[config.mk]
export PLATFORM = sky130hd
export DESIGN_NAME = mips_bus_master_flat
export DESIGN_NICKNAME = d
export VERILOG_FILES = /design/src/rtl/mips_bus_if.sv /design/src/rtl/mips_bus_master.sv /design/src/flat_wrapper.sv
export SDC_FILE = /design/constraint.sdc
export NUM_CORES = 1
export LEC_CHECK = 0
export CORE_ASPECT_RATIO = 0.8
export CORE_MARGIN = 4
export CORE_UTILIZATION = 46
export CTS_CLUSTER_SIZE = 40
export DETAILED_ROUTE_END_ITERATION = 8
export GPL_TIMING_DRIVEN = 1
export PLACE_DENSITY = 0.95
export SYNTH_ARGS = -nofsm -noshare
export SYNTH_HDL_FRONTEND = slang
export SYNTH_SLANG_ARGS = --single-unit
[constraint.sdc]
create_clock -name clk -period 9.1 [get_ports clk]
set_input_delay 2.73 -clock clk [delete_from_list [all_inputs] [get_ports clk]]
set_output_delay 2.73 -clock clk [all_outputs]
set_load 0.01 [all_outputs]
[src/rtl/mips_bus_if.sv]
// mips_bus_if: word-aligned memory bus between the bus master and its responder.
interface mips_bus_if;
  logic [31:0] address;
  logic        read;
  logic        write;
  logic [3:0]  byteenable;
  logic [31:0] writedata;
  logic        waitrequest;
  logic [31:0] readdata;
  modport master(output address, read, write, byteenable, writedata, input waitrequest, readdata);
  modport slave(input address, read, write, byteenable, writedata, output waitrequest, readdata);
endinterface

[src/rtl/mips_bus_master.sv]
// mips_bus_master: runs one core load/store at a time on the word bus with lane steering,
// load extension, misalignment trapping and an optional stall timeout.
module mips_bus_master #(
  parameter int unsigned TIMEOUT = 0
) (
  input  logic        clk,
  input  logic        reset,
  input  logic        req_valid_i,
  output logic        req_ready_o,
  input  logic        req_write_i,
  input  logic [31:0] req_addr_i,
  input  logic [1:0]  req_size_i,
  input  logic        req_signed_i,
  input  logic [31:0] req_wdata_i,
  output logic        resp_valid_o,
  output logic [31:0] resp_rdata_o,
  output logic [1:0]  resp_err_o,
  mips_bus_if.master  bus
);
  typedef enum logic [1:0] {IDLE, BUS, RDATA, ERR} state_t;
  state_t      state_q, state_d;
  logic        read_q, read_d, write_q, write_d, sgn_q, sgn_d;
  logic [31:0] addr_q, addr_d, wd_q, wd_d, cnt_q, cnt_d;
  logic [3:0]  be_q, be_d;
  logic [1:0]  size_q, size_d, lane_q, lane_d;
  logic        resp_valid_q, resp_valid_d;
  logic [31:0] resp_rdata_q, resp_rdata_d;
  logic [1:0]  resp_err_q, resp_err_d;
  logic        misalign;
  logic [3:0]  be_new;
  logic [31:0] wd_new, ext;
  logic [7:0]  rbyte;
  logic [15:0] rhalf;
  always_comb begin
    misalign = (req_size_i == 2'b01 & req_addr_i[0]) | (req_size_i == 2'b10 & |req_addr_i[1:0]) | (req_size_i == 2'b11);
    be_new = req_size_i == 2'b00 ? 4'b0001 << req_addr_i[1:0] : req_size_i == 2'b01 ? (req_addr_i[1] ? 4'b1100 : 4'b0011) : 4'b1111;
    wd_new = req_size_i == 2'b00 ? {4{req_wdata_i[7:0]}} : req_size_i == 2'b01 ? {2{req_wdata_i[15:0]}} : req_wdata_i;
    rbyte = bus.readdata[{lane_q, 3'b000} +: 8];
    rhalf = bus.readdata[{lane_q[1], 4'b0000} +: 16];
    ext = size_q == 2'b00 ? {{24{sgn_q & rbyte[7]}}, rbyte} : size_q == 2'b01 ? {{16{sgn_q & rhalf[15]}}, rhalf} : bus.readdata;
  end
  always_comb begin
    state_d = state_q;
    read_d = read_q;
    write_d = write_q;
    addr_d = addr_q;
    be_d = be_q;
    wd_d = wd_q;
    size_d = size_q;
    sgn_d = sgn_q;
    lane_d = lane_q;
    cnt_d = cnt_q;
    resp_valid_d = 1'b0;
    resp_rdata_d = 32'd0;
    resp_err_d = 2'b00;
    case (state_q)
      IDLE: if (req_valid_i) begin
        addr_d = {req_addr_i[31:2], 2'b00};
        size_d = req_size_i;
        sgn_d = req_signed_i;
        lane_d = req_addr_i[1:0];
        be_d = be_new;
        wd_d = wd_new;
        cnt_d = 32'd0;
        read_d = ~misalign & ~req_write_i;
        write_d = ~misalign & req_write_i;
        state_d = misalign ? ERR : BUS;
      end
      BUS: if (!bus.waitrequest) begin
        read_d = 1'b0;
        write_d = 1'b0;
        resp_valid_d = write_q;
        state_d = read_q ? RDATA : IDLE;
      end else begin
        cnt_d = cnt_q + 32'd1;
        // abandon the transfer once the stall count hits the limit
        if (TIMEOUT != 0 && cnt_d == TIMEOUT) begin
          read_d = 1'b0;
          write_d = 1'b0;
          resp_valid_d = 1'b1;
          resp_err_d = 2'b10;
          state_d = IDLE;
        end
      end
      RDATA: begin
        resp_valid_d = 1'b1;
        resp_rdata_d = ext;
        state_d = IDLE;
      end
      ERR: begin
        resp_valid_d = 1'b1;
        resp_err_d = 2'b01;
        state_d = IDLE;
      end
      default: state_d = IDLE;
    endcase
  end
  always_ff @(posedge clk or posedge reset) begin
    if (reset) begin
      state_q <= IDLE;
      read_q <= 1'b0;
      write_q <= 1'b0;
      addr_q <= 32'd0;
      be_q <= 4'd0;
      wd_q <= 32'd0;
      size_q <= 2'b00;
      sgn_q <= 1'b0;
      lane_q <= 2'b00;
      cnt_q <= 32'd0;
      resp_valid_q <= 1'b0;
      resp_rdata_q <= 32'd0;
      resp_err_q <= 2'b00;
    end else begin
      state_q <= state_d;
      read_q <= read_d;
      write_q <= write_d;
      addr_q <= addr_d;
      be_q <= be_d;
      wd_q <= wd_d;
      size_q <= size_d;
      sgn_q <= sgn_d;
      lane_q <= lane_d;
      cnt_q <= cnt_d;
      resp_valid_q <= resp_valid_d;
      resp_rdata_q <= resp_rdata_d;
      resp_err_q <= resp_err_d;
    end
  end
  assign req_ready_o = state_q == IDLE;
  assign resp_valid_o = resp_valid_q;
  assign resp_rdata_o = resp_rdata_q;
  assign resp_err_o = resp_err_q;
  assign bus.address = addr_q;
  assign bus.read = read_q;
  assign bus.write = write_q;
  assign bus.byteenable = be_q;
  assign bus.writedata = wd_q;
endmodule

[src/flat_wrapper.sv]
// flat-port wrapper written by rule: the top's interface ports become plain ports
module mips_bus_master_flat 
#(
  parameter int unsigned TIMEOUT = 0
)
  (clk, reset, req_valid_i, req_ready_o, req_write_i, req_addr_i, req_size_i, req_signed_i, req_wdata_i, resp_valid_o, resp_rdata_o, resp_err_o, bus_address, bus_read, bus_write, bus_byteenable, bus_writedata, bus_waitrequest, bus_readdata);
  mips_bus_if bus_i ();
  input  logic clk;
  input  logic reset;
  input  logic req_valid_i;
  output logic req_ready_o;
  input  logic req_write_i;
  input  logic [31:0] req_addr_i;
  input  logic [1:0] req_size_i;
  input  logic req_signed_i;
  input  logic [31:0] req_wdata_i;
  output logic resp_valid_o;
  output logic [31:0] resp_rdata_o;
  output logic [1:0] resp_err_o;
  output wire logic [$bits(bus_i.address)-1:0] bus_address;
  output wire logic [$bits(bus_i.read)-1:0] bus_read;
  output wire logic [$bits(bus_i.write)-1:0] bus_write;
  output wire logic [$bits(bus_i.byteenable)-1:0] bus_byteenable;
  output wire logic [$bits(bus_i.writedata)-1:0] bus_writedata;
  input wire logic [$bits(bus_i.waitrequest)-1:0] bus_waitrequest;
  input wire logic [$bits(bus_i.readdata)-1:0] bus_readdata;
  assign bus_address = bus_i.address;
  assign bus_read = bus_i.read;
  assign bus_write = bus_i.write;
  assign bus_byteenable = bus_i.byteenable;
  assign bus_writedata = bus_i.writedata;
  assign bus_i.waitrequest = bus_waitrequest;
  assign bus_i.readdata = bus_readdata;
  mips_bus_master #(.TIMEOUT(TIMEOUT)) u_core (.clk(clk), .reset(reset), .req_valid_i(req_valid_i), .req_ready_o(req_ready_o), .req_write_i(req_write_i), .req_addr_i(req_addr_i), .req_size_i(req_size_i), .req_signed_i(req_signed_i), .req_wdata_i(req_wdata_i), .resp_valid_o(resp_valid_o), .resp_rdata_o(resp_rdata_o), .resp_err_o(resp_err_o), .bus(bus_i));
endmodule
Figure 1. Clock routing.
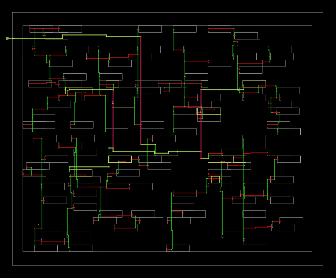
Flops: 109
clk_buf instances: 12
Latency at later pin: 340 ps
CTS buffer count: 9

Figure 2. Cell classes on the final placement.
Bar = 20 um.
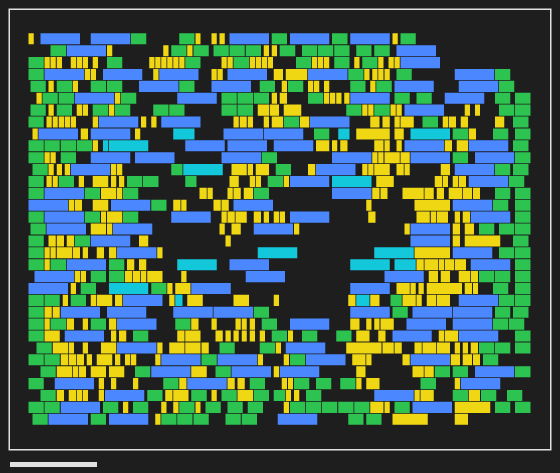
Key: other buffers and delay cells = green [cells 210, share of their area 29%]; all other logic = yellow [cells 365, share of their area 28%]; clock drivers and dummy loads = cyan [cells 15, share of their area 3.9%]; flip-flops = blue [cells 109, share of their area 38%]

Figure 3. M1 wires.
Supply wires on this layer in gray.
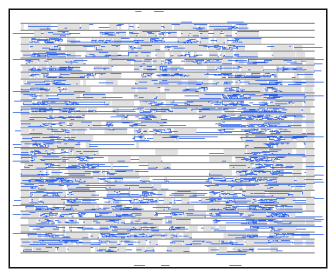
The wires run mostly horizontal. The layer carries 5490 um of wire. The longest straight run is 49.7 um. The layer holds 37% of the routed length.

==> qor.txt <==
Status - completed
Core ar. - 0.0103 mm^2
Max-area cell share - 55.5%
Worst Path Arrival - 4580 ps
Synthesized-area fraction occupied by adder cells - 0%
Final WS setup - 4720 ps
Mux contribution to synthesized area - 8.58%
Row cnt - 33
Post_cts resized - 0
Hold EP - u_core.bus.address[22]
First-pass GRT wire length - 23.4 mm
Final Max Tran Viols - 0
Max cap viols - 0
GRT met1 Usage - 28.0%
Final Setup Violations - 0
Critical path launch point - req_valid_i
Worst-Margin Slew - 1130 ps
Critical Path Stages - 5
Via count - 4465
Xor/xnor share - 0%
Fraction of layout cells with a size suffix above 1 - 6.58%
Setup TNS - 0 ps
Total track usage - 24.1%
Highest Signal Layer - met4
GR Layer Usage met2 - 42.5%
Gr busiest metal - met2
Post-synth regs - 109
GPL Wtd Cong - 0.792
Flop2flop setup slack - 6790 ps
Fin cells - 839
Critical path class - input port to flip-flop
OpenROAD warning count - 26
Area delta synth->final - 48.2%
Mean routed wirelength per cell - 17.5 um
Top logic family - simple AND/OR/NAND/NOR gates
Biggest area cells - dfrtp_1, nand2_1, mux2i_1, o21ai_0, mux4_2
Design Power - 1.95 mW
Figure 4. Clock distribution.
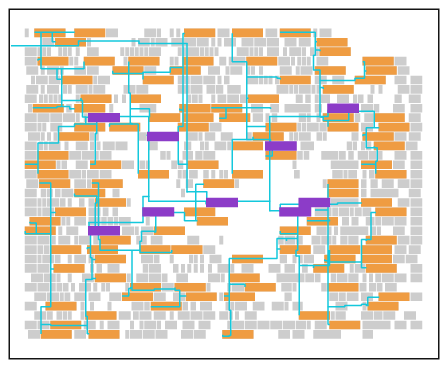
Key: clock wires = cyan [length 1240 um]; cells driving clock nets = purple [count 9]; flip-flops = orange [count 109]
There are 10 routed clock nets. Position of the flops: widely spread.

Figure 5. Cell sizes after repair.
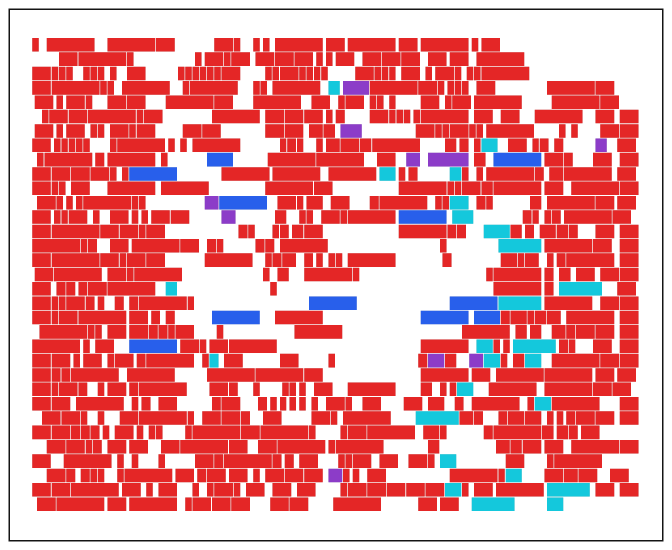
Key: drive 2 = cyan [cells 25, most used a21oi_2]; drive 3 to 4 = purple [cells 10, most used buf_4]; drive 6 and up = blue [cells 11, most used clkbuf_16]; drive 1 or less = red [cells 653, most used clkdlybuf4s50_1]

==> layout by cell type (no fill, tap or decap), types with 10 or more instances in the layout <==
cell / Yosys / layout
inv_1: 32 / 31
o21ai_0: 41 / 41
a21oi_2: 10 / 10
nor2_1: 15 / 14
dfrtp_1: 109 / 109
o22ai_1: 17 / 17
clkdlybuf4s50_1: 0 / 206
nand2_1: 154 / 154
a21oi_1: 18 / 18
mux2i_1: 25 / 25
==> final cells by class <==
type	count	area, um^2
multi-input combinational	333	1880
fill	752	3040
clock inverter	3	21.3
inverter	32	123
clock buffer	12	256
timing repair buffer	210	2090
sequential	109	2730
tap	140	175
==> where the power goes <==
group / leakage, nW / switching, mW / internal [mW]
clock: 0.135 / 0.168 / 0.200
combinational: 1.79 / 0.384 / 0.423
sequential: 1.39 / 0.129 / 0.642
Power is estimated from default activity; no workload was simulated.
